$ cat src/rtl/draw_character_if.sv
// vga_if: VGA timing and colour bundle passed along the video chain.
//   vcount/hcount : pixel coordinates (11 bit, 1024x768 @ 65 MHz timing)
//   vsync/hsync   : sync pulses
//   vblnk/hblnk   : blanking flags
//   rgb           : 4:4:4 pixel colour
//   modport in    : consumer view (all fields inputs)
//   modport out   : producer view (all fields outputs)
interface vga_if;
  logic [10:0] vcount;
  logic        vsync;
  logic        vblnk;
  logic [10:0] hcount;
  logic        hsync;
  logic        hblnk;
  logic [11:0] rgb;

  modport in  (input  vcount, vsync, vblnk, hcount, hsync, hblnk, rgb);
  modport out (output vcount, vsync, vblnk, hcount, hsync, hblnk, rgb);
endinterface

$ cat src/rtl/draw_character.sv
// draw_character: overlays the animated player sprite onto the VGA stream.
// Position, state and facing are shadowed once per frame on the vblank
// rising edge so the sprite cannot tear. A two-stage pipeline issues the
// sprite ROM address, then muxes the returned pixel over the background.
// Ports:
//   clk, rst         : pixel clock, synchronous active-high reset
//   xpos, ypos       : sprite top-left corner from the controller
//   character_state  : 00 idle, 01 walk, 10 falling, 11 reserved
//   facing           : 1 native ROM orientation, 0 horizontally mirrored
//   rom_addr         : registered sprite ROM address
//   rom_data         : ROM pixel, valid one clock after rom_addr
//   vga_in, vga_out  : video stream, vga_out delayed by exactly 2 clocks
module draw_character #(
  parameter int          CHAR_W      = 48,
  parameter int          CHAR_H      = 64,
  parameter logic [11:0] TRANSPARENT = 12'hF0F,
  parameter int          ANIM_FRAMES = 8,
  parameter int          X_RST       = 64,
  parameter int          Y_RST       = 641
) (
  input  logic        clk,
  input  logic        rst,
  input  logic [11:0] xpos,
  input  logic [11:0] ypos,
  input  logic [1:0]  character_state,
  input  logic        facing,
  output logic [13:0] rom_addr,
  input  logic [11:0] rom_data,
  vga_if.in           vga_in,
  vga_if.out          vga_out
);

  localparam int                CNT_W    = (ANIM_FRAMES > 1) ? $clog2(ANIM_FRAMES) : 1;
  localparam logic [CNT_W-1:0]  CNT_LAST = CNT_W'(ANIM_FRAMES - 1);
  localparam logic [13:0]       FRAME_SZ = 14'(CHAR_W * CHAR_H);
  localparam logic [13:0]       ROW_SZ   = 14'(CHAR_W);
  localparam logic [12:0]       W13      = 13'(CHAR_W);
  localparam logic [12:0]       H13      = 13'(CHAR_H);
  localparam logic [12:0]       WM1      = 13'(CHAR_W - 1);

  // The platform colour is reserved for collision detection downstream;
  // nudge it by one LSB so the sprite can never be mistaken for a platform.
  function automatic logic [11:0] sprite_pixel(input logic [11:0] pix);
    return (pix == 12'h2B4) ? 12'h2B5 : pix;
  endfunction

  logic [11:0]      x_sh, y_sh;
  logic [1:0]       st_sh;
  logic             face_sh;
  logic [CNT_W-1:0] anim_cnt;
  logic             anim_ph;
  logic             vblnk_d;
  logic             frame_edge;

  assign frame_edge = vga_in.vblnk && !vblnk_d;

  // Frame-rate shadow registers and walk-cycle animation. The animation
  // decision looks at the state shown during the frame that just ended.
  always_ff @(posedge clk) begin
    if (rst) begin
      x_sh     <= 12'(X_RST);
      y_sh     <= 12'(Y_RST);
      st_sh    <= 2'b00;
      face_sh  <= 1'b1;
      anim_cnt <= '0;
      anim_ph  <= 1'b0;
      vblnk_d  <= 1'b0;
    end else begin
      vblnk_d <= vga_in.vblnk;
      if (frame_edge) begin
        x_sh    <= xpos;
        y_sh    <= ypos;
        st_sh   <= character_state;
        face_sh <= facing;
        if (st_sh == 2'b01) begin
          if (anim_cnt == CNT_LAST) begin
            anim_cnt <= '0;
            anim_ph  <= ~anim_ph;
          end else begin
            anim_cnt <= anim_cnt + 1'b1;
          end
        end else begin
          anim_cnt <= '0;
          anim_ph  <= 1'b0;
        end
      end
    end
  end

  // ---- stage p0: box test and address arithmetic (combinational) ----
  logic [12:0] hc_p0, vc_p0, x_p0, y_p0, dx_p0, dy_p0, col_p0;
  logic        in_box_p0;
  logic [1:0]  frame_p0;
  logic [13:0] addr_p0;

  always_comb begin
    hc_p0  = {2'b00, vga_in.hcount};
    vc_p0  = {2'b00, vga_in.vcount};
    x_p0   = {1'b0, x_sh};
    y_p0   = {1'b0, y_sh};
    dx_p0  = hc_p0 - x_p0;
    dy_p0  = vc_p0 - y_p0;
    // 13-bit right/bottom bounds so a sprite near x=4095 cannot wrap.
    in_box_p0 = (hc_p0 >= x_p0) && (hc_p0 < x_p0 + W13) &&
                (vc_p0 >= y_p0) && (vc_p0 < y_p0 + H13) &&
                !vga_in.hblnk && !vga_in.vblnk;
    col_p0 = face_sh ? dx_p0 : (WM1 - dx_p0);
    case (st_sh)
      2'b01:   frame_p0 = 2'd1 + {1'b0, anim_ph};
      2'b10:   frame_p0 = 2'd3;
      default: frame_p0 = 2'd0;
    endcase
    addr_p0 = 14'd0;
    if (in_box_p0)
      addr_p0 = 14'(frame_p0) * FRAME_SZ + 14'(dy_p0) * ROW_SZ + 14'(col_p0);
  end

  // ---- stage p1: ROM address issued, video delayed to meet ROM data ----
  logic [10:0] vcount_p1, hcount_p1;
  logic        vsync_p1, vblnk_p1, hsync_p1, hblnk_p1, in_box_p1;
  logic [11:0] rgb_p1;

  always_ff @(posedge clk) begin
    if (rst) begin
      rom_addr  <= '0;
      vcount_p1 <= '0;
      vsync_p1  <= 1'b0;
      vblnk_p1  <= 1'b0;
      hcount_p1 <= '0;
      hsync_p1  <= 1'b0;
      hblnk_p1  <= 1'b0;
      rgb_p1    <= '0;
      in_box_p1 <= 1'b0;
    end else begin
      rom_addr  <= addr_p0;
      vcount_p1 <= vga_in.vcount;
      vsync_p1  <= vga_in.vsync;
      vblnk_p1  <= vga_in.vblnk;
      hcount_p1 <= vga_in.hcount;
      hsync_p1  <= vga_in.hsync;
      hblnk_p1  <= vga_in.hblnk;
      rgb_p1    <= vga_in.rgb;
      in_box_p1 <= in_box_p0;
    end
  end

  // ---- stage p2: sprite pixel over background ----
  always_ff @(posedge clk) begin
    if (rst) begin
      vga_out.vcount <= '0;
      vga_out.vsync  <= 1'b0;
      vga_out.vblnk  <= 1'b0;
      vga_out.hcount <= '0;
      vga_out.hsync  <= 1'b0;
      vga_out.hblnk  <= 1'b0;
      vga_out.rgb    <= '0;
    end else begin
      vga_out.vcount <= vcount_p1;
      vga_out.vsync  <= vsync_p1;
      vga_out.vblnk  <= vblnk_p1;
      vga_out.hcount <= hcount_p1;
      vga_out.hsync  <= hsync_p1;
      vga_out.hblnk  <= hblnk_p1;
      vga_out.rgb    <= (in_box_p1 && rom_data != TRANSPARENT) ?
                        sprite_pixel(rom_data) : rgb_p1;
    end
  end

endmodule

$ cat src/flat_wrapper.sv
// flat-port wrapper written by rule: the top's interface ports become plain ports
module draw_character_flat 
#(
  parameter int          CHAR_W      = 48,
  parameter int          CHAR_H      = 64,
  parameter logic [11:0] TRANSPARENT = 12'hF0F,
  parameter int          ANIM_FRAMES = 8,
  parameter int          X_RST       = 64,
  parameter int          Y_RST       = 641
)
  (clk, rst, xpos, ypos, character_state, facing, rom_addr, rom_data, vga_in_vcount, vga_in_vsync, vga_in_vblnk, vga_in_hcount, vga_in_hsync, vga_in_hblnk, vga_in_rgb, vga_out_vcount, vga_out_vsync, vga_out_vblnk, vga_out_hcount, vga_out_hsync, vga_out_hblnk, vga_out_rgb);
  vga_if vga_in_i ();
  vga_if vga_out_i ();
  input  logic clk;
  input  logic rst;
  input  logic [11:0] xpos;
  input  logic [11:0] ypos;
  input  logic [1:0] character_state;
  input  logic facing;
  output logic [13:0] rom_addr;
  input  logic [11:0] rom_data;
  input wire logic [$bits(vga_in_i.vcount)-1:0] vga_in_vcount;
  input wire logic [$bits(vga_in_i.vsync)-1:0] vga_in_vsync;
  input wire logic [$bits(vga_in_i.vblnk)-1:0] vga_in_vblnk;
  input wire logic [$bits(vga_in_i.hcount)-1:0] vga_in_hcount;
  input wire logic [$bits(vga_in_i.hsync)-1:0] vga_in_hsync;
  input wire logic [$bits(vga_in_i.hblnk)-1:0] vga_in_hblnk;
  input wire logic [$bits(vga_in_i.rgb)-1:0] vga_in_rgb;
  output wire logic [$bits(vga_out_i.vcount)-1:0] vga_out_vcount;
  output wire logic [$bits(vga_out_i.vsync)-1:0] vga_out_vsync;
  output wire logic [$bits(vga_out_i.vblnk)-1:0] vga_out_vblnk;
  output wire logic [$bits(vga_out_i.hcount)-1:0] vga_out_hcount;
  output wire logic [$bits(vga_out_i.hsync)-1:0] vga_out_hsync;
  output wire logic [$bits(vga_out_i.hblnk)-1:0] vga_out_hblnk;
  output wire logic [$bits(vga_out_i.rgb)-1:0] vga_out_rgb;
  assign vga_in_i.vcount = vga_in_vcount;
  assign vga_in_i.vsync = vga_in_vsync;
  assign vga_in_i.vblnk = vga_in_vblnk;
  assign vga_in_i.hcount = vga_in_hcount;
  assign vga_in_i.hsync = vga_in_hsync;
  assign vga_in_i.hblnk = vga_in_hblnk;
  assign vga_in_i.rgb = vga_in_rgb;
  assign vga_out_vcount = vga_out_i.vcount;
  assign vga_out_vsync = vga_out_i.vsync;
  assign vga_out_vblnk = vga_out_i.vblnk;
  assign vga_out_hcount = vga_out_i.hcount;
  assign vga_out_hsync = vga_out_i.hsync;
  assign vga_out_hblnk = vga_out_i.hblnk;
  assign vga_out_rgb = vga_out_i.rgb;
  draw_character #(.CHAR_W(CHAR_W), .CHAR_H(CHAR_H), .TRANSPARENT(TRANSPARENT), .ANIM_FRAMES(ANIM_FRAMES), .X_RST(X_RST), .Y_RST(Y_RST)) u_core (.clk(clk), .rst(rst), .xpos(xpos), .ypos(ypos), .character_state(character_state), .facing(facing), .rom_addr(rom_addr), .rom_data(rom_data), .vga_in(vga_in_i), .vga_out(vga_out_i));
endmodule
$ cat config.mk
export PLATFORM = sky130hd
export DESIGN_NAME = draw_character_flat
export DESIGN_NICKNAME = d
export VERILOG_FILES = /design/src/rtl/draw_character_if.sv /design/src/rtl/draw_character.sv /design/src/flat_wrapper.sv
export SDC_FILE = /design/constraint.sdc
export NUM_CORES = 1
export LEC_CHECK = 0
export CORE_ASPECT_RATIO = 0.5
export CORE_UTILIZATION = 54
export CTS_BUF_LIST = sky130_fd_sc_hd__clkbuf_8
export DETAILED_ROUTE_END_ITERATION = 6
export GPL_TIMING_DRIVEN = 0
export PLACE_DENSITY = 0.83
export SKIP_LAST_GASP = 1
export SYNTH_ARGS = -nofsm -noshare
export SYNTH_HDL_FRONTEND = slang
export SYNTH_SLANG_ARGS = --single-unit
$ cat constraint.sdc
create_clock -name clk -period 6.6 [get_ports clk]
set_clock_uncertainty 0.1 [all_clocks]
set_input_delay 0.99 -clock clk [delete_from_list [all_inputs] [get_ports clk]]
set_output_delay 0.99 -clock clk [all_outputs]
set_load 0.1 [all_outputs]
Run 1, congestion heat map:
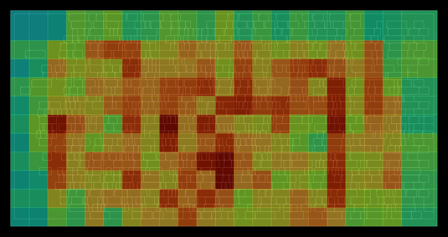
met1 usage: 34.7%
Most Crowded Layer GR: met2

Run 1, M1 wires:
Bar = 50 µm. Supply wires on this layer in gray. Cells faint in the background.
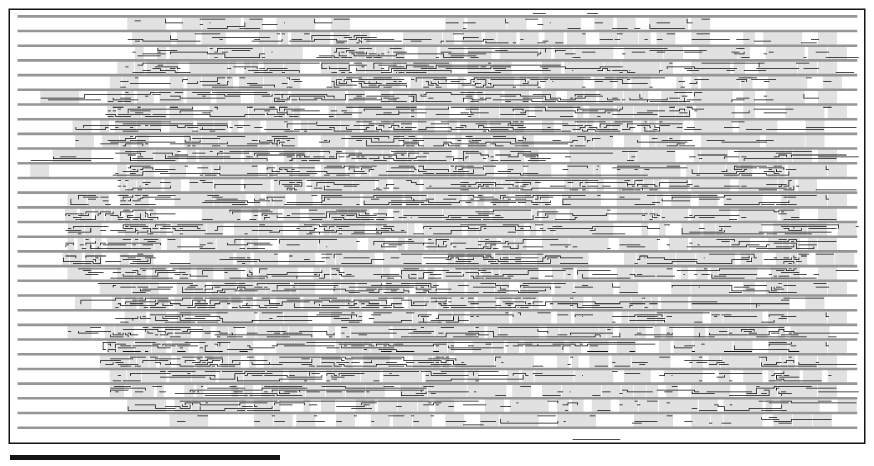
main direction: horizontal
share of all routed wire: 44%

Run 1, port wiring:
Bar = 50 µm.
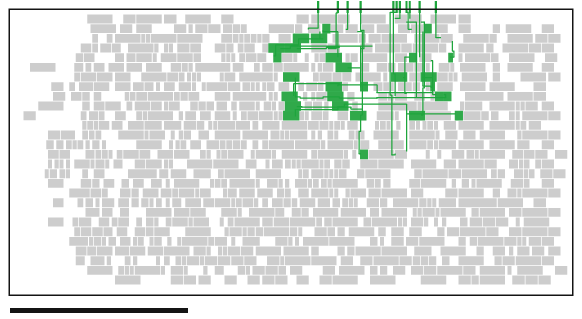
| port | color | bits | direction | edge | end cells | buffers | wire |
|---|---|---|---|---|---|---|---|
| vga_in_hcount | green | 11 | input | north | 28 | 11 | 545 µm |

[run 1: cell families after synthesis]
group | after synthesis
AND/OR/NAND/NOR | 267
AND-OR/OR-AND | 138
flip-flops | 122
buffers and inverters | 75
adder cells (fa/ha/maj) | 69
XOR/XNOR | 51
multiplexers | 9
[run 1: final cells by class]
| class | count | area (µm²) | share of cell area [%] |
|---|---|---|---|
| Sequential cell | 122 | 2440 | 28.7 |
| Buffer | 27 | 121 | 1.43 |
| Clock buffer | 17 | 234 | 2.75 |
| Inverter | 48 | 180 | 2.12 |
| Clock inverter | 15 | 189 | 2.22 |
| Timing Repair Buffer | 129 | 1290 | 15.2 |
| Tap cell | 165 | 206 | 2.43 |
| Multi-Input combinational cell | 534 | 3840 | 45.1 |
==> results.yml <==
# generated from flow reports
synth:
  yosys.area.top_type: "dfxtp_1"
  syn_inst: 731
  ys_cells: 731
  avgSynthCellArea_um2: 9.00
  top_area_share_pct: 37.1
  ys.flops: 122
  logic_family: "simple AND/OR/NAND/NOR gates"
  synthMuxAreaShare_pct: 1.37
global_routing:
  grt_usage_pct: 27.5
  antenna_found_initial: 0
clocking:
  post_cts_buffers: 0
  cts_tree: "built"
place:
  place.gp.congestion: 0.906
  placedCellCount: 1025
  placed_area_um2: 8080
  dp_slack_ps: -302
timing:
  layout_min_cycle_time_ps: 6360
  fmax_mhz: 157
  hold_viol: 0
run_status:
  status: "complete, no violations"
die:
  die_height_um: 80.1
  io_pins: 131
  fp_util_pct: 55.6
min_path:
  min_path_cells: 1
finish:
  fin_util_pct: 71.8
  diodes: 0
  final_cells: 1057
routing:
  drtIter0Drc: 332
  antenna_left: 0
power:
  combPwrFrac_pct: 41.2
critical_path:
  crit_path_end_kind: "register"
  critPathArrivalTime_ps: 6550
  crit_chain: "clkdlybuf4s50_1 > inv_1 > ha_1 > inv_1 > fa_1 > xnor2_1 > inv_2 > ha_1 > a21o_1 > o22ai_1 > a21oi_1 > xor2_1 > fa_1 > ha_1 > and3_1 > a2111o_1 > a21o_1 > a21oi_1 > xnor2_1 > xnor3_1 > xnor2_1 > nor3_2"
Power and IR drop assume default switching activity.
